--- config.mk ---
export PLATFORM = sky130hd
export DESIGN_NAME = feed_batch_dispatcher
export DESIGN_NICKNAME = d
export VERILOG_FILES = /design/src/rtl/feed_batch_dispatcher.sv
export SDC_FILE = /design/constraint.sdc
export NUM_CORES = 1
export LEC_CHECK = 0
export CAP_MARGIN = 20
export CORE_AREA = 10 10 417 419
export CTS_CLUSTER_DIAMETER = 80
export DETAILED_ROUTE_END_ITERATION = 10
export DIE_AREA = 0 0 427 429
export GPL_TIMING_DRIVEN = 1
export RECOVER_POWER = 50
export SYNTH_ARGS = -nofsm -noshare
export SYNTH_HDL_FRONTEND = slang
export SYNTH_SLANG_ARGS = --single-unit
--- constraint.sdc ---
create_clock -name clk -period 3.25 [get_ports clk]
set_input_delay 0.325 -clock clk [delete_from_list [all_inputs] [get_ports clk]]
set_output_delay 0.325 -clock clk [all_outputs]
set_load 0.05 [all_outputs]
--- src/rtl/feed_batch_dispatcher.sv ---
// Packs up to three extractor messages into parser lanes 1..3 and presents the batch
// with a lane-valid mask until the parser stage accepts it.
module feed_batch_dispatcher #(
  parameter int DATA_W  = 264,
  parameter int TIMEOUT = 16,
  parameter int BCNT_W  = 16
) (
  input  logic              clk,
  input  logic              rst_n,
  input  logic [DATA_W-1:0] msg_in,
  input  logic              msg_valid,
  output logic              msg_ready,
  input  logic              flush,
  input  logic              stage_ready,
  output logic [DATA_W-1:0] original_data_1,
  output logic [DATA_W-1:0] original_data_2,
  output logic [DATA_W-1:0] original_data_3,
  output logic [2:0]        lane_valid,
  output logic              message_en_out,
  output logic [BCNT_W-1:0] batch_cnt
);

  typedef enum logic {FILL, ISSUE} state_t;

  localparam logic [7:0] T_MAX = 8'(TIMEOUT - 1);

  state_t     state, state_next;
  logic [1:0] count;
  logic [7:0] timer;
  logic       accept, expire, go_issue, transfer;

  assign msg_ready = (state == FILL);

  always_comb begin
    state_next = state;
    accept     = msg_valid && msg_ready;
    // an accept restarts the idle window, so it masks a coincident expiry
    expire     = (count != 2'd0) && !accept && (timer == T_MAX);
    go_issue   = (accept && (count == 2'd2)) || expire ||
                 (flush && ((count != 2'd0) || accept));
    transfer   = (state == ISSUE) && message_en_out && stage_ready;
    case (state)
      FILL:    if (go_issue) state_next = ISSUE;
      ISSUE:   if (transfer) state_next = FILL;
      default: state_next = FILL;
    endcase
  end

  always_ff @(posedge clk or negedge rst_n) begin
    if (!rst_n) state <= FILL;
    else        state <= state_next;
  end

  always_ff @(posedge clk or negedge rst_n) begin
    if (!rst_n) begin
      count           <= '0;
      timer           <= '0;
      original_data_1 <= '0;
      original_data_2 <= '0;
      original_data_3 <= '0;
      lane_valid      <= '0;
      message_en_out  <= 1'b0;
      batch_cnt       <= '0;
    end else if (transfer) begin
      count           <= '0;
      timer           <= '0;
      original_data_1 <= '0;
      original_data_2 <= '0;
      original_data_3 <= '0;
      lane_valid      <= '0;
      message_en_out  <= 1'b0;
      batch_cnt       <= batch_cnt + BCNT_W'(1);
    end else if (state == FILL) begin
      if (accept) begin
        case (count)
          2'd0: begin
            original_data_1 <= msg_in;
            lane_valid      <= 3'b001;
          end
          2'd1: begin
            original_data_2 <= msg_in;
            lane_valid      <= 3'b011;
          end
          2'd2: begin
            original_data_3 <= msg_in;
            lane_valid      <= 3'b111;
          end
          default: ;
        endcase
        count <= count + 2'd1;
        timer <= '0;
      end else if (((count == 2'd1) || (count == 2'd2)) && (timer != T_MAX)) begin
        timer <= timer + 8'd1;
      end
      message_en_out <= go_issue;
    end
  end

endmodule

### Met1 routing, run 1

Bar = 100 µm.
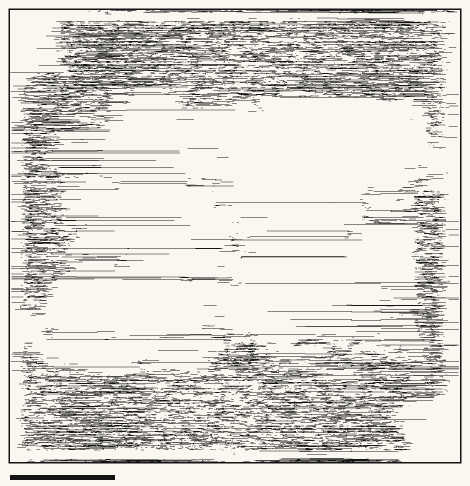
wire length on this layer: 64.0 mm
nets with wire on the layer: 4424
longest straight run: 160 µm
main direction: horizontal
met1 Use GR: 20.1%
drt total wl: 168 mm
Vias: 30.0k

### Metal 2, run 1

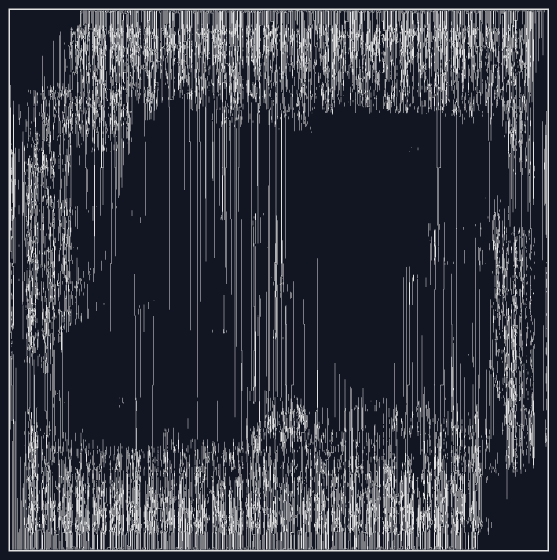
nets with wire on the layer: 3925
share of all routed wire: 51%

### Met3 routing, run 1

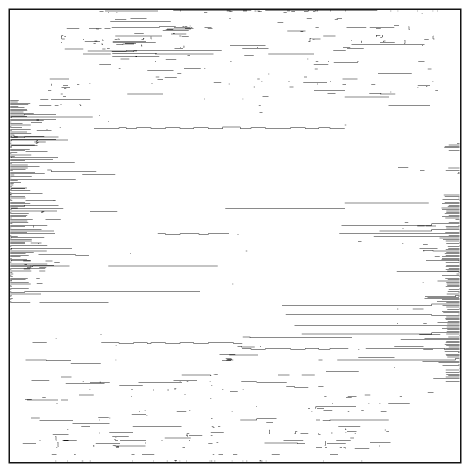
share of all routed wire: 6.2%
wire length on this layer: 10400 µm

==> impl_metrics.json, run 1 <==
{
  "slew_viol_final": 36,
  "setup_viol": 0,
  "nets": 4864,
  "failed_checks": "capacitance limit, slew limit",
  "cap_violations": 1,
  "drt_iter0_drc": 2265,
  "post-place-ws_ns": 0.540,
  "status": "finished, violations left",
  "clock_latency_ns": 0.72,
  "p_per_area_nw_per_um2": 1270,
  "hold_viol_final": 0,
  "place_hpwl_mm": 127,
  "hp-class": "input pin to register",
  "crit_path_end_kind": "register",
  "required_ns": 3.87,
  "die-area_um2": 183000,
  "slew_headroom_pct": -65.4,
  "syn_area_um2": 32600,
  "fin_ws_ns": 0.418,
  "ios": 1082,
  "reg2reg_to": "original_data_1[159]$_DFFE_PN0P_",
  "synth_nets": 3856,
  "dp.cells": 6688,
  "cts_tree": "built",
  "crit_path_end": "original_data_1[159]$_DFFE_PN0P_",
  "r2r_cells": 7,
  "wl_per_cell_um": 24.4,
  "die_w_um": 427,
  "ys_async_sr_fraction_pct": 100,
  "crit_path_start_kind": "register"
}
[run 1: cells in the mapped netlist, types with 2 or more instances]
master    number
a21oi_1      532
a31oi_1        4
a41oi_1        2
and2_1         3
and3_1         8
buf_1         12
buf_2         87
buf_4         32
buf_6         14
clkbuf_1     121
dfrtp_1      823
ha_1           5
inv_1          7
nand2_1     1605
nand3_1        6
nand4_1        5
nor2_1         7
nor2b_1        2
nor3_1         3
o21ai_0       65
o21ai_1      206
xnor2_1       11
xor2_1         4
[run 1: timing repair]
action	CTS	global route
hold buffers	1	0
hold endpoints to repair	28	0
setup endpoints to repair	0	0
gates resized	0	0
[run 1: report_power, final]
part / switching [mW] / total, mW / internal (mW)
logic: 24.7 / 34.0 / 9.33
registers: 2.48 / 17.0 / 14.5
clock network: 4.79 / 11.8 / 6.97
[run 1: layer usage]
| metal | vias up | share of wire [%] | GRT usage, % |
|---|---|---|---|
| li1 | 13600 | - | - |
| met1 | 15100 | 38 | 20.1 |
| met2 | 1006 | 51 | 30.7 |
| met3 | 271 | 6.2 | 4.32 |
| met4 | 2 | 4.3 | 7.18 |
| met5 | - | 0.0066 | 0 |
[run 1: logic make-up after synthesis]
| logic type | after synthesis | share of synthesized area [%] |
|---|---|---|
| AND/OR/NAND/NOR | 1644 | 19.2 |
| buffers and inverters | 275 | 4.21 |
| AND-OR/OR-AND | 818 | 12.8 |
| multiplexers | 2 | 0.0653 |
| adder cells (fa/ha/maj) | 5 | 0.192 |
| XOR/XNOR | 15 | 0.403 |
| flip-flops | 823 | 63.2 |
[run 1: cell usage in the layout (no fill, tap or decap), types with 5 or more instances in the layout]
cell type / Yosys / routed
nand2_1: 1605 / 1603
dfrtp_1: 823 / 823
clkdlybuf4s50_1: 0 / 714
a21oi_1: 532 / 532
dlygate4sd3_1: 0 / 362
o21ai_1: 206 / 206
clkbuf_16: 0 / 105
o21ai_0: 65 / 65
buf_12: 0 / 39
clkbuf_1: 121 / 36
buf_4: 32 / 32
clkbuf_8: 0 / 24
diode_2: 0 / 13
xnor2_1: 11 / 11
clkinv_2: 0 / 10
nor2_1: 7 / 7
and3_1: 8 / 7
inv_1: 7 / 7
clkbuf_2: 1 / 7
inv_6: 0 / 6
bufinv_16: 0 / 6
nand3_1: 6 / 5
nand4_1: 5 / 5
ha_1: 5 / 5
inv_8: 0 / 5
[run 1: worst max-delay path: stages, from the launching register on]
cell and delay, ns:
dfrtp_1 0.69, nor2b_1 0.22, clkbuf_1 0.47, and2_0 0.47
buf_12 0.35, buf_12 0.24, nand2_1 0.09, a21oi_1 0.15
[run 1: final cells by class]
cell class | count | area (µm²)
Antenna cell | 13 | 32.5
Clock buffer | 149 | 3030
Clock inverter | 33 | 429
Fill cell | 17500 | 116000
Inverter | 7 | 26.3
Multi-Input combinational cell | 2484 | 10700
Sequential cell | 823 | 20600
Tap cell | 2204 | 2760
Timing Repair Buffer | 1171 | 11900
[run 1: sequential cells by signal, indices dropped and copies added (netlist names)]
signal,flops
batch_cnt,16
original_data_3,264
timer,8
original_data_2,264
original_data_1,264
count,2
state,1
message_en_out,1
lane_valid,3
### M4 wires, run 1

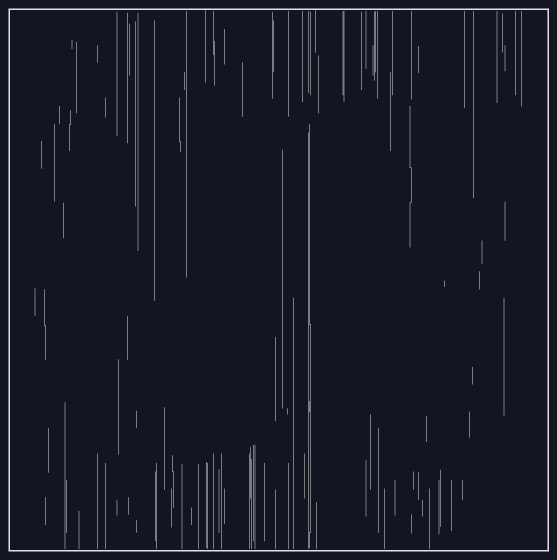

==> run 1 -> run 2 <==
- CTS_CLUSTER_DIAMETER: 80 -> unset
- SLEW_MARGIN: unset -> 5
### M4 wires, run 2

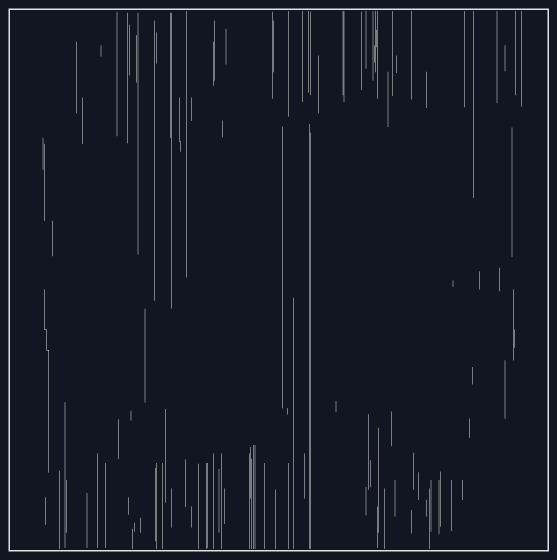
wire length on this layer: 7350 µm
share of all routed wire: 4.4%
main direction: vertical
nets with wire on the layer: 91
Vias: 30.0k
drt total wl: 167 mm

==> impl_metrics.json, run 2 <==
{
  "slew_viol_final": 36,
  "path_cells": "nor2b_1, clkbuf_1, and2_0, buf_12, buf_12, nand2_1, a21oi_1",
  "critPathBufInv": 3,
  "cap_violations": 1,
  "max_stage_delay_ns": 0.69,
  "wl_per_cell_um": 24.4,
  "top_layer": "met5",
  "crit_path_end_kind": "register",
  "hold_viol_final": 0,
  "crit_slowest_cell": "dfrtp_1",
  "required_ns": 3.86,
  "common_cells": "nand2_1 (1605), dfrtp_1 (823), a21oi_1 (532), o21ai_1 (206), clkbuf_1 (121)",
  "status": "finished, violations left",
  "ios": 1082,
  "most_common_cell": "nand2_1",
  "drt-met1-wl_mm": 63.8,
  "synth_nets": 3856,
  "clock_latency_ns": 0.73,
  "die-area_um2": 183000,
  "cpMostUsedCell": "buf_12",
  "failed_checks": "capacitance limit, slew limit",
  "post_cts_resized": 0
}
### Metal 2, run 2

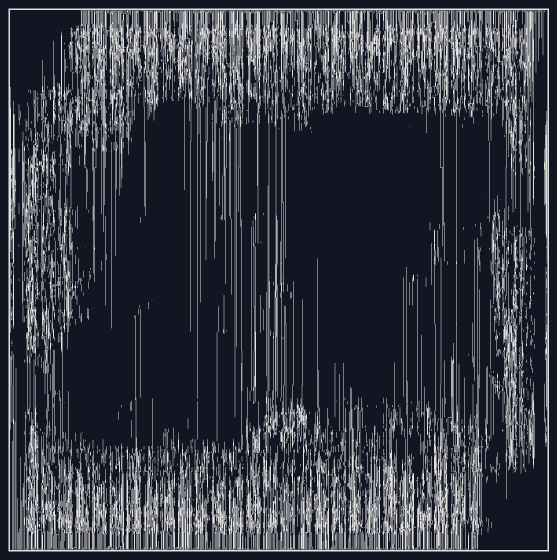
share of all routed wire: 51%
nets with wire on the layer: 3906
wire length on this layer: 85.9 mm

-- run 2: cell counts after synthesis --
No cell type changed its count.
-- run 2: cells by family after synthesis --
kind of cell / synth area share [%]
buffers and inverters: 4.21
flip-flops: 63.2
adder cells (fa/ha/maj): 0.192
XOR/XNOR: 0.403
multiplexers: 0.0653
AND-OR/OR-AND: 12.8
AND/OR/NAND/NOR: 19.2
-- run 2: tightest hold or removal path, delay by kind of cell --
family                 cells  cell delay [ns]
AOI/OAI and AO/OA          1             0.05
and+or+nand+nor            1             0.07
buffers and inverters      1             0.44
-- run 2: power breakdown --
group	switching, mW	internal, mW	total (mW)	leakage, nW
Clock	4.68	6.32	11.0	1.56
Sequential	2.48	14.5	17.0	10.7
Combinational	24.7	9.33	34.1	9.78
Total	31.9	30.2	62.1	22.1
-- run 2: what timing repair did --
| item | in CTS | in global routing |
|---|---|---|
| endpoints found under the setup margin | 0 | 0 |
| hold buffers | 1 | 0 |
| setup buffers | 0 | 0 |
| endpoints found under the hold margin | 28 | 0 |
-- run 2: worst paths after layout --
kind | cells past startpoint | endpoint | slack [ns]
min reg2reg | 2 | original_data_2[21]$_DFFE_PN0P_ | 0.48
max | 7 | original_data_1[30]$_DFFE_PN0P_ | 0.43
max in group asynchronous | 3 | original_data_1[25]$_DFFE_PN0P_ | 0.48
min | 3 | original_data_3[246]$_DFFE_PN0P_ | 0.20
min in group asynchronous | 2 | original_data_2[113]$_DFFE_PN0P_ | 0.91
max reg2reg | 7 | original_data_1[30]$_DFFE_PN0P_ | 0.43
-- run 2: per-layer routing --
layer  track usage [%]  vias to the layer above
met5                 0                        -
met4              7.45                        2
met3              4.17                      273
met2              30.7                     1008
met1              20.1                    15100
li1                  -                    13600
-- run 2: layout make-up --
cell class	count	area, µm²	area share [%]
diodes	14	35.0	0.0713
clock buffers	146	2890	5.89
clock inverters	26	287	0.583
inverters	7	26.3	0.0534
multi-input cells	2484	10700	21.7
flip-flops and latches	823	20600	41.9
well taps	2204	2760	5.61
repair buffers	1171	11900	24.2
-- run 2: stage by stage --
step / setup WS [ns] / cells
2_1_floorplan: 1.41 / 3582
3_3_place_gp: 0.568 / 6688
3_5_place_dp: 0.540 / 6688
4_1_cts: 0.305 / 6861
5_1_grt: 0.167 / 6874
6_report: 0.427 / 6875
### Met1 routing, run 2

Bar = 100 µm.
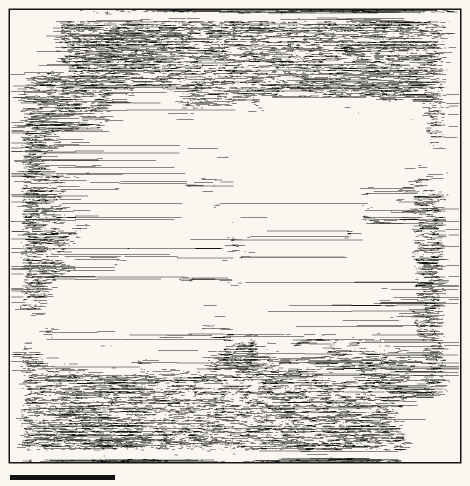

==> run 2 -> run 3 <==
- CTS_BUF_LIST: unset -> sky130_fd_sc_hd__clkbuf_8
### Met1 routing, run 3

Bar = 100 µm.
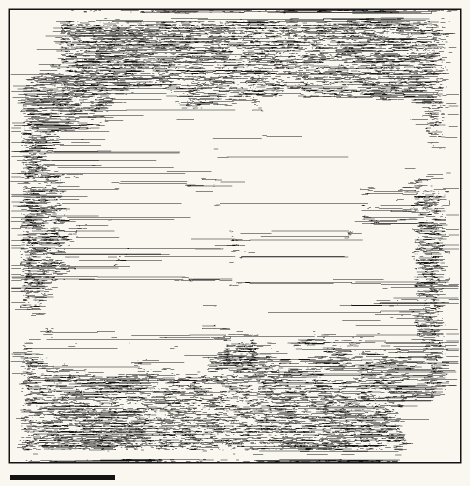
longest straight run: 159 µm
share of all routed wire: 38%
wire length on this layer: 64.0 mm
nets with wire on the layer: 4588
main direction: horizontal

==> impl_metrics.json, run 3 <==
{
  "clock_latency_ns": 0.92,
  "crit_path_end_kind": "primary output",
  "fin_cells": 7089,
  "ys_seq_share_pct": 63.2,
  "most_common_cell": "nand2_1",
  "ios": 1082,
  "crit_slowest_cell": "dfrtp_1",
  "max_stage_delay_ns": 0.85,
  "path_clk_slew_ns": 0.06,
  "drive_gt1_share_pct": 6.38,
  "cap_violations": 1,
  "required_ns": 2.92,
  "hold_viol_final": 0,
  "top_area_cell": "dfrtp_1",
  "failed_checks": "capacitance limit, slew limit",
  "dp.cells": 6688,
  "rows": 150,
  "die-area_um2": 183000,
  "crit_arrival_ns": 2.63,
  "status": "finished, violations left",
  "slew_viol_final": 27,
  "grt_max_degree": 159,
  "yosys_area_um2": 32600,
  "vias": 30700,
  "slew_headroom_pct": -43.0,
  "area_growth_pct": 54.3,
  "routed_wl_mm": 170,
  "synth_nets": 3856,
  "path_cells": "inv_1, clkdlybuf4s50_1"
}
### Congestion heat map, run 3

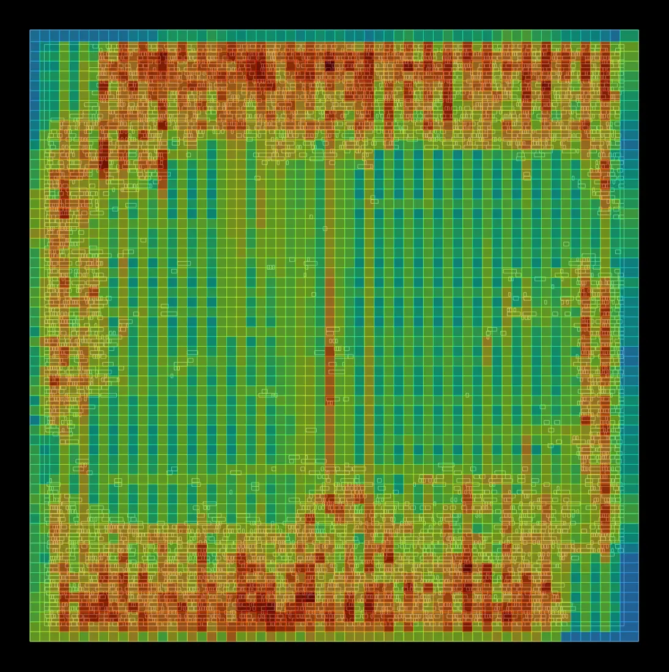
all-layer global routing usage: 17.8%
final core occ: 30.3%
drt wl/cell: 23.9 µm
met3 GRT Util: 4.95%
GRT busiest layer: met2

[run 3: report_power, final]
group          total, mW  internal (mW)  switching, mW
clock               10.4           5.68           4.76
combinational       34.5           9.80           24.7
sequential          17.1           14.5           2.54
[run 3: kinds of logic (layout without fill, tap and decap cells)]
kind of cell    count (synthesis)  in the layout  share of synthesized area (%)
compound gates                818            818                           12.8
xor+xnor                       15             15                          0.403
simple gates                 1644           1644                           19.2
fa+ha+maj                       5              5                          0.192
flops                         823            823                           63.2
mux                             2              2                         0.0653
other cells                     0              8                              0
buf+inv                       275           1570                           4.21
[run 3: layer usage]
metal,vias to the layer above,GRT usage (%),share of wire [%]
met2,1082,30.8,51
li1,13900,-,-
met1,15300,20.1,38
met3,339,4.95,6.9
met4,6,7.84,4.8
met5,-,0,0.025
[run 3: repair_timing]
| action | in CTS | in global routing |
|---|---|---|
| resized | 0 | 0 |
| endpoints found under the hold margin | 1031 | 0 |
| hold buffers | 133 | 0 |
| buffers inserted | 0 | 0 |
[run 3: metrics by stage]
step	power (mW)	setup WS, ns
floorplan	38.0	1.41
global placement	52.0	0.568
detailed placement	52.4	0.540
CTS	63.3	0.0961
global route	64.9	0.0695
finish	62.0	0.291
[run 3: path summary, 6_finish.rpt]
kind	slack [ns]	to	from	cells past startpoint
worst min register to register	0.47	original_data_2[120]$_DFFE_PN0P_	original_data_2[120]$_DFFE_PN0P_	2
worst min-delay path	0.10	original_data_2[161]$_DFFE_PN0P_	msg_in[161]	3
max in group asynchronous	0.36	original_data_2[126]$_DFFE_PN0P_	rst_n	5
worst max-delay path	0.29	msg_ready	state$_DFF_PN0_	2
worst max register to register	0.38	original_data_2[70]$_DFFE_PN0P_	state$_DFF_PN0_	6
min in group asynchronous	1.16	original_data_1[194]$_DFFE_PN0P_	rst_n	3
[run 3: area by class of cell]
| class | count | area, µm² |
|---|---|---|
| fill | 17500 | 116000 |
| tap | 2204 | 2760 |
| clock inverter | 66 | 454 |
| clock buffer | 194 | 2670 |
| inverter | 7 | 26.3 |
| antenna | 8 | 20.0 |
| multi-input combinational | 2484 | 10600 |
| timing repair buffer | 1303 | 13100 |
| sequential | 823 | 20600 |
[run 3: critical path, delay by kind of cell, from the launching register on]
kind / cells / cell delay, ns
DFF: 1 / 0.85
buffers and inverters: 2 / 0.89
Power figures rest on the tool's default switching activity, not on a simulated workload.
